==> config.mk <==
export PLATFORM = sky130hd
export DESIGN_NAME = serial_adder_ctrl
export DESIGN_NICKNAME = d
export VERILOG_FILES = /design/src/rtl/serial_adder_pkg.sv /design/src/rtl/serial_adder_ctrl_fa_bit.sv /design/src/rtl/serial_adder_ctrl.sv
export SDC_FILE = /design/constraint.sdc
export NUM_CORES = 1
export LEC_CHECK = 0
export ABC_AREA = 1
export CAP_MARGIN = 10
export CORE_MARGIN = 8
export CORE_UTILIZATION = 40
export DETAILED_ROUTE_END_ITERATION = 8
export SETUP_SLACK_MARGIN = 0.15
export SYNTH_ARGS = -nofsm -noshare
export SYNTH_HDL_FRONTEND = slang
export SYNTH_SLANG_ARGS = --single-unit
==> constraint.sdc <==
create_clock -name clk -period 2.7 [get_ports clk]
set_clock_uncertainty 0.1 [all_clocks]
set_input_delay 0.27 -clock clk [delete_from_list [all_inputs] [get_ports clk]]
set_output_delay 0.27 -clock clk [all_outputs]
set_load 0.005 [all_outputs]
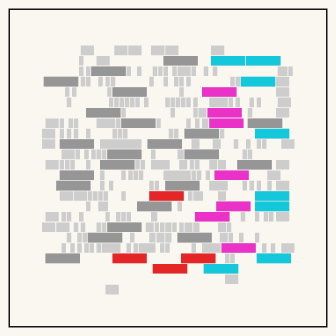
Fig. 1. Sequential cells colored by netlist name (run 1).
Other sequential cells in the stronger gray, the rest of the logic in the fainter gray.
[`cnt`] red | flops: 4 | where: south
[`work`] magenta | flops: 7
[`S`] cyan | flops: 8
Seq. pwr: 0.00105 W
Seq/total area: 45.7%

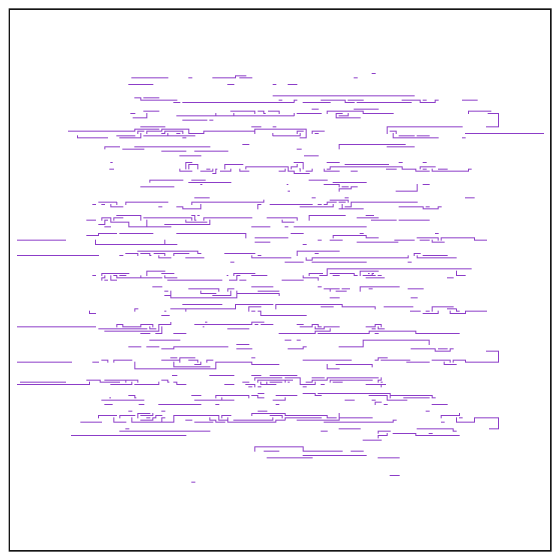
Fig. 2. Met1 routing (run 1).
longest straight run: 22.1 um
wire length on this layer: 1700 um
share of all routed wire: 48%
main direction: horizontal
nets with wire on the layer: 249
GR met1 Demand/Resource: 14.5%
drt total wl: 3540 um
vias after detailed routing: 1359

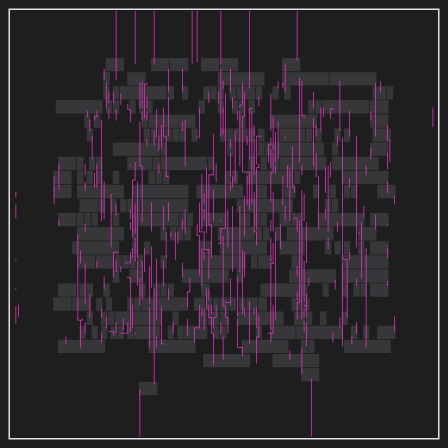
Fig. 3. Metal 2 (run 1).
Cells faint in the background.
share of all routed wire: 44%
nets with wire on the layer: 194
main direction: vertical
wire length on this layer: 1550 um
longest straight run: 26.0 um
met2 layer usage reported by global route: 18.7%

==> summary.txt, run 1 <==
The flow run is done. Count of distinct cell types in the synthesized netlist landed at 17. The area fraction of the largest cell type after synthesis is a little under 60%. Fraction of registers with async set or reset after synthesis landed at 100%. Number of resized instances in the post-cts repair step landed at 0. Of the total power, registers draw about two fifths. After clock tree synthesis, the clock-pin slew on the worst setup and hold paths is 80 ps.

Combinational power landed at about 0.00093 W. The worst setup path is captured at an output pin. The most used flip-flop cell after synthesis is sky130_fd_sc_hd__dfrtp_1. Global-route wire length before repair landed at about 6200 um. Total number of warnings across the stage logs landed at 26. Inverter count of the layout excluding clock inverters landed at 28.

Summed over all nets, the half-perimeter wirelength after detailed placement is 2390 um. Chip area line of the yosys report landed at roughly 1800 um^2. In the final report, the number of hold violations comes to 0.

Proportion of power drawn by the clock network landed at between 20% and 30%. The first detailed-routing pass took 4 iterations. Pins over their slew limit in the final report were tallied at 0. Final worst-path cycle share landed at between 50 and 60%. Buffer depth of the longest clock path landed at 2. Total power density per cell area landed at roughly 1100 nW/um^2.

Synthesis-to-finish area growth landed at 26.5%. Leakage power landed at approximately 1.2 nW. Combinational gate count landed at 147. The root buffer cell chosen for the clock tree is sky130_fd_sc_hd__clkbuf_8.

Count of antenna diodes in the layout landed at 0. Post-synth tally of flip-flops with integrated enable landed at 0. Post-synthesis cell count from yosys landed at ~220.

The number of nets handed over by synthesis was 243. The number of global-route vias before repair was 1404. RePlAce ended its routability-driven mode at a weighted congestion of between 0.7 and 0.8. Total number of cells along the worst setup path landed at 1.

Per the slew report, the remaining headroom to the max-slew limit stands at between 50% and 60%. Warnings reported by Yosys during synthesis add up to 0. The analysis reports a worst IR drop on VDD of roughly 460 uV.

Setup total negative slack landed at 0 ps. Die width landed at approximately 83 um. The floorplan report gives the top-level pin count as 31.

TritonCTS built the clock tree. Net switching is approximately 36% of the power. Design internal power landed at roughly 0.0016 W. Among cell families on the critical path, the largest total delay comes from buffers and inverters.

Remaining global-route overflow landed at 0. The run finished with clean final reports. Remaining routing DRC violations landed at 0. Overall track demand over capacity in global routing landed at a little under an eighth. Per the area breakdown, the dominant cell category is registers. Area fraction in compound gates landed at approximately 3.0%.

Along the critical path, the tally of buffer and inverter instances is 1. Worst-case register-to-register setup slack landed at 1190 ps. Delay contributed by the slowest stage of the critical path landed at 520 ps. Number of instances in the synthesized netlist landed at 221.

After layout the clock buffers and inverters come to about 5.3% of cell area. Share of cell area taken by muxes after synthesis landed at 0%. Latest clock arrival within the worst-skew pair landed at 300 ps.

The final layout contains a sequential cell count of 41. The report lists the number of standard-cell rows as 24. Count of inserted tapcells landed at 52. Registers take slightly above 1000 um^2. Setup repair after global routing left no endpoint under its margin. The worst setup path is launched from a register. The fraction of final cell area spent on non-clock buffers in this run is 14.0%. Yosys shows that the main logic family after synthesis is simple AND/OR/NAND/NOR gates. Clock buffers in the final layout number 6. Clock distribution power landed at 0.000516 W. Hold is met by 303 ps. Detailed-route iteration 0 reported a violation count of slightly above 60.
[run 1: layer usage]
metal  GRT usage (%)  vias up  routed length, um
li1                -      721                  -
met4            6.21        0                 69
met3            3.57        7                217
met1            14.5      603               1700
met2            18.7       28               1550
met5               0        -                  0
[run 1: per-stage QoR]
| step | setup WS [ps] | utilization (%) | cells | cell area, um^2 | total power, W |
|---|---|---|---|---|---|
| floorplan | 1380 | - | 221 | 1780 | 0.00168 |
| global placement | 872 | 49.2 | 300 | 2130 | 0.00198 |
| detailed placement | 874 | 49.2 | 300 | 2130 | 0.00201 |
| CTS | 1120 | 52.0 | 308 | 2250 | 0.00254 |
| global route | 995 | 52.0 | 308 | 2250 | 0.00274 |
| finish | 1140 | 52.0 | 308 | 2250 | 0.00249 |
[run 1: cells in the final DEF (no fill, tap or decap)]
cell type	n
sky130_fd_sc_hd__nand4_1	1
sky130_fd_sc_hd__clkdlybuf4s50_1	30
sky130_fd_sc_hd__nand2_2	2
sky130_fd_sc_hd__a21oi_1	1
sky130_fd_sc_hd__o21ai_0	2
sky130_fd_sc_hd__ha_1	1
sky130_fd_sc_hd__inv_2	2
sky130_fd_sc_hd__dfrtp_1	41
sky130_fd_sc_hd__nand2_1	122
sky130_fd_sc_hd__o22ai_1	6
sky130_fd_sc_hd__bufinv_16	1
sky130_fd_sc_hd__inv_1	26
sky130_fd_sc_hd__nand3_1	4
sky130_fd_sc_hd__clkbuf_8	6
sky130_fd_sc_hd__buf_4	2
sky130_fd_sc_hd__nor2_2	2
sky130_fd_sc_hd__or2_2	1
sky130_fd_sc_hd__clkinvlp_4	1
sky130_fd_sc_hd__nor2_1	4
sky130_fd_sc_hd__fa_1	1
Fig. 4: run 1, placement density heat map
The die is cut into 8 by 8 equal tiles; white is low, dark blue is high, 0 to 100% covered.
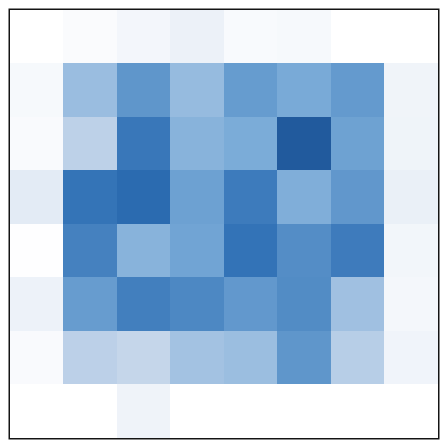

--- run 2 (diff from run 1) ---
- clock period: 2.7 -> 1.5 ns (I/O delays scaled with it)
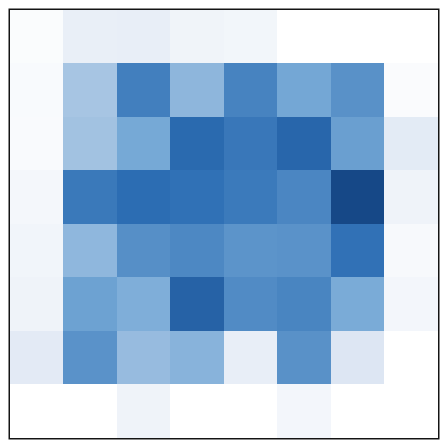
Fig. 5. Placement density heat map (run 2).
The die is cut into 8 by 8 equal tiles; white is low, dark blue is high, 0 to 100% covered.
fullest tile: 91%
tiles over 75% full: 7.8%
emptiest ninth of the die: south-east
nearly empty tiles: 16%
share of the core filled by cells before placement: 41.1%
area inside the core boundary: 4320 um^2
core occupancy in the finished layout: 56.0%

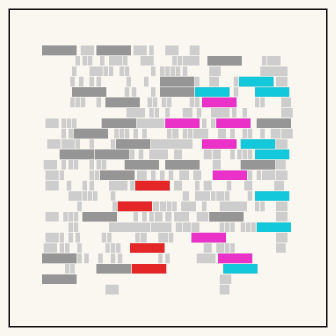
Fig. 6. Sequential cells colored by netlist name (run 2).
Other sequential cells in the stronger gray, the rest of the logic in the fainter gray.
[`work`] magenta | flops: 7
[`cnt`] red | flops: 4
[`S`] cyan | flops: 8
not colored: 22
Seq. pwr: 0.00187 W
sequential cell area: 1030 um^2
Seq/total area: 42.4%

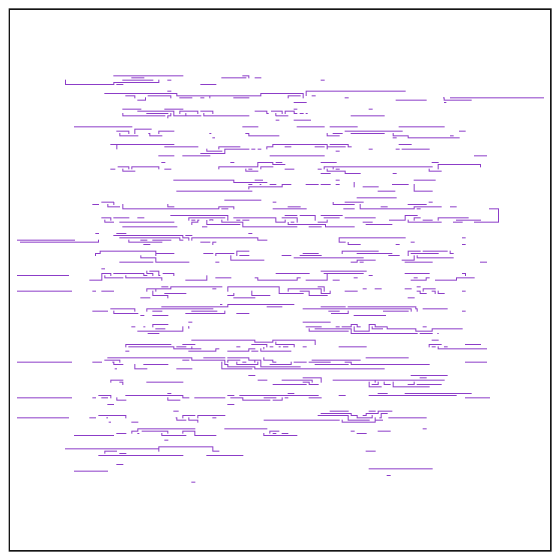
Fig. 7. Met1 routing (run 2).
longest straight run: 19.8 um
main direction: horizontal
nets with wire on the layer: 260
wire length on this layer: 1780 um
share of all routed wire: 46%
drt total wl: 3860 um
GR met1 Demand/Resource: 15.0%
vias after detailed routing: 1461

==> run 2 against run 1 <==
  * Sequential share of layout area decreased by 3.3 points
  * Non-clock buffer count increased by 14
  * Critical path depth increased by 5
  * Die area unchanged
  * Register-to-register slack got worse by 980 ps
  * Wire length increased by 9.0%
  * Clock-buffer cell count decreased by 1
  * Core utilization increased by 4.0 points
  * Hold slack got worse by 210 ps
  * Sequential power increased by 78%
  * Final area increased by 7.7%
  * Via count increased by 7.5%
  * Critical path type is now reg2reg
  * Critical endpoint is now S[1]
==> summary.txt, run 2 <==
The flow run is done. Post-synthesis cell count from yosys landed at 221 (unchanged). After layout, the worst path uses between 80% and 90% of the clock period. Setup total negative slack landed at 0 ps (unchanged).

Run status: finished, final reports clean (unchanged). The kind of end point of the critical path is a register (was output pin). Post-synthesis xor/xnor area fraction landed at 0% (unchanged). Worst-case register-to-register setup slack landed at 210 ps (was 1190 ps). The top flip-flop cell by instance count after synthesis was sky130_fd_sc_hd__dfrtp_1 (unchanged). Overall track demand over capacity in global routing landed at 12.2% (was 12.0%). The final max-slew violation count came to 0 (unchanged). The fraction of registers with async set or reset after synthesis came to 100% (unchanged). Global-route wire length before repair landed at 6370 um (was 6220 um). The leakage power came to 1.33 nW (was 1.20 nW).

The number of placed instances, taps included is 304 (was 300). The startpoint kind of the worst setup timing path is a register (unchanged). Unrepaired setup endpoints after global routing: true (was false). Length in cells of the worst reg-to-reg path landed at 6 (unchanged). Headroom to the max-slew limit landed at 84.7% (was 55.4%). Total nets after synthesis landed at 243 (unchanged). The total number of warnings across the stage logs is 28 (was 26). Latest clock arrival within the worst-skew pair landed at 300 ps (about the same). Dominant logic cell types in the final layout: sky130_fd_sc_hd__nand2_1 (121), sky130_fd_sc_hd__dfrtp_1 (41), sky130_fd_sc_hd__inv_1 (26) (was sky130_fd_sc_hd__nand2_1 (122), sky130_fd_sc_hd__dfrtp_1 (41), sky130_fd_sc_hd__clkdlybuf4s50_1 (30)). The top logic cell family in the synthesized netlist is simple AND/OR/NAND/NOR gates (unchanged). The number of optimization iterations in the first detailed-route pass was 4 (unchanged). The number of instances in the synthesized netlist was 221 (unchanged). The area fraction in compound gates is 2.96% (unchanged). The most numerous logic cell after layout is sky130_fd_sc_hd__nand2_1 (unchanged).

Delay contributed by the slowest stage of the critical path landed at 390 ps (was 520 ps). Final HPWL from detailed placement landed at 2390 um (about the same). Remaining global-route overflow landed at 0 (unchanged).

The synthesis-to-finish area growth is 36.3% (was 26.5%). The share of cell area taken by muxes after synthesis was 0% (unchanged). The top-level port count is 31 (unchanged). Number of global-route vias before repair landed at 1409 (was 1404).

The number of design-rule violations left by the first detailed-router iteration is 73 (was 62). Number of failing hold endpoints at the final stage landed at 0 (unchanged). The chip area line of the yosys report is 1780 um^2 (unchanged). Total power density per cell area landed at 2030 nW/um^2 (was 1110 nW/um^2). The final RePlAce weighted congestion is 0.718 (was 0.725). Count of antenna diodes in the layout landed at 0 (unchanged).

Buffer depth of the longest clock path landed at 2 (unchanged). The remaining routing DRC violations is 0 (unchanged). The count of synthesis-stage warnings from yosys was 0 (unchanged). Die width landed at 82.6 um (unchanged).

The root buffer selected by CTS was sky130_fd_sc_hd__clkbuf_8 (unchanged). The count of distinct cell types in the synthesized netlist was 17 (unchanged). Count of placed standard cells in the final layout, fillers left out landed at 323 (was 308). The TritonCTS clock tree was yes (unchanged).

The row count was 24 (unchanged).
## run 2: timing repair
action / CTS / global route
pin swaps: 0 / 1
setup buffers: 8 / 1
cloned: 0 / 2
gates resized: 11 / 13
setup endpoints to repair: 21 / 31
## run 2: per-layer routing
metal,wire [um],up-vias,part of all wire (%),track usage [%]
met2,1780,30,46,18.7
met4,61,0,1.6,5.17
met1,1780,669,46,15.0
li1,-,756,-,-
met3,234,6,6.1,4.44
met5,0,-,0,0
## run 2: where the power goes
group          internal [W]  switching [W]  leakage, nW
Clock              0.000670       0.000416       0.0687
Sequential          0.00159       0.000282        0.515
Combinational      0.000887        0.00108        0.742
Total               0.00315        0.00177         1.33
## run 2: cell families after synthesis
| logic type | Yosys count |
|---|---|
| AOI/OAI and AO/OA | 9 |
| buffers and inverters | 33 |
| DFF | 41 |
| adders and majority gates | 2 |
| and+or+nand+nor | 136 |
## run 2: area by class of cell
type	count	area, um^2
fillers	415	1900
flip-flops and latches	41	1030
multi-input cells	148	642
repair buffers	46	443
inverters	28	108
clock buffers	5	68.8
clock inverters	3	68.8
well taps	52	65.1
## run 2: critical path: cells and delay by family, from the launching register on
kind / cells / cell delay (ps)
flip-flops: 1 / 390
AND/OR/NAND/NOR: 4 / 380
adder cells (fa/ha/maj): 1 / 200
buffers and inverters: 1 / 150
## run 2: through the flow
stage	setup slack, ps	total power [W]	area (um^2)	hold WS (ps)
detailed placement	58.1	0.00369	2180	354
finish	214	0.00492	2420	91.9
CTS	63.2	0.00485	2370	108
floorplan	264	0.00302	1780	167
global route	110	0.00533	2420	142
global placement	45.5	0.00365	2180	350
Power is estimated from default activity; no workload was simulated.
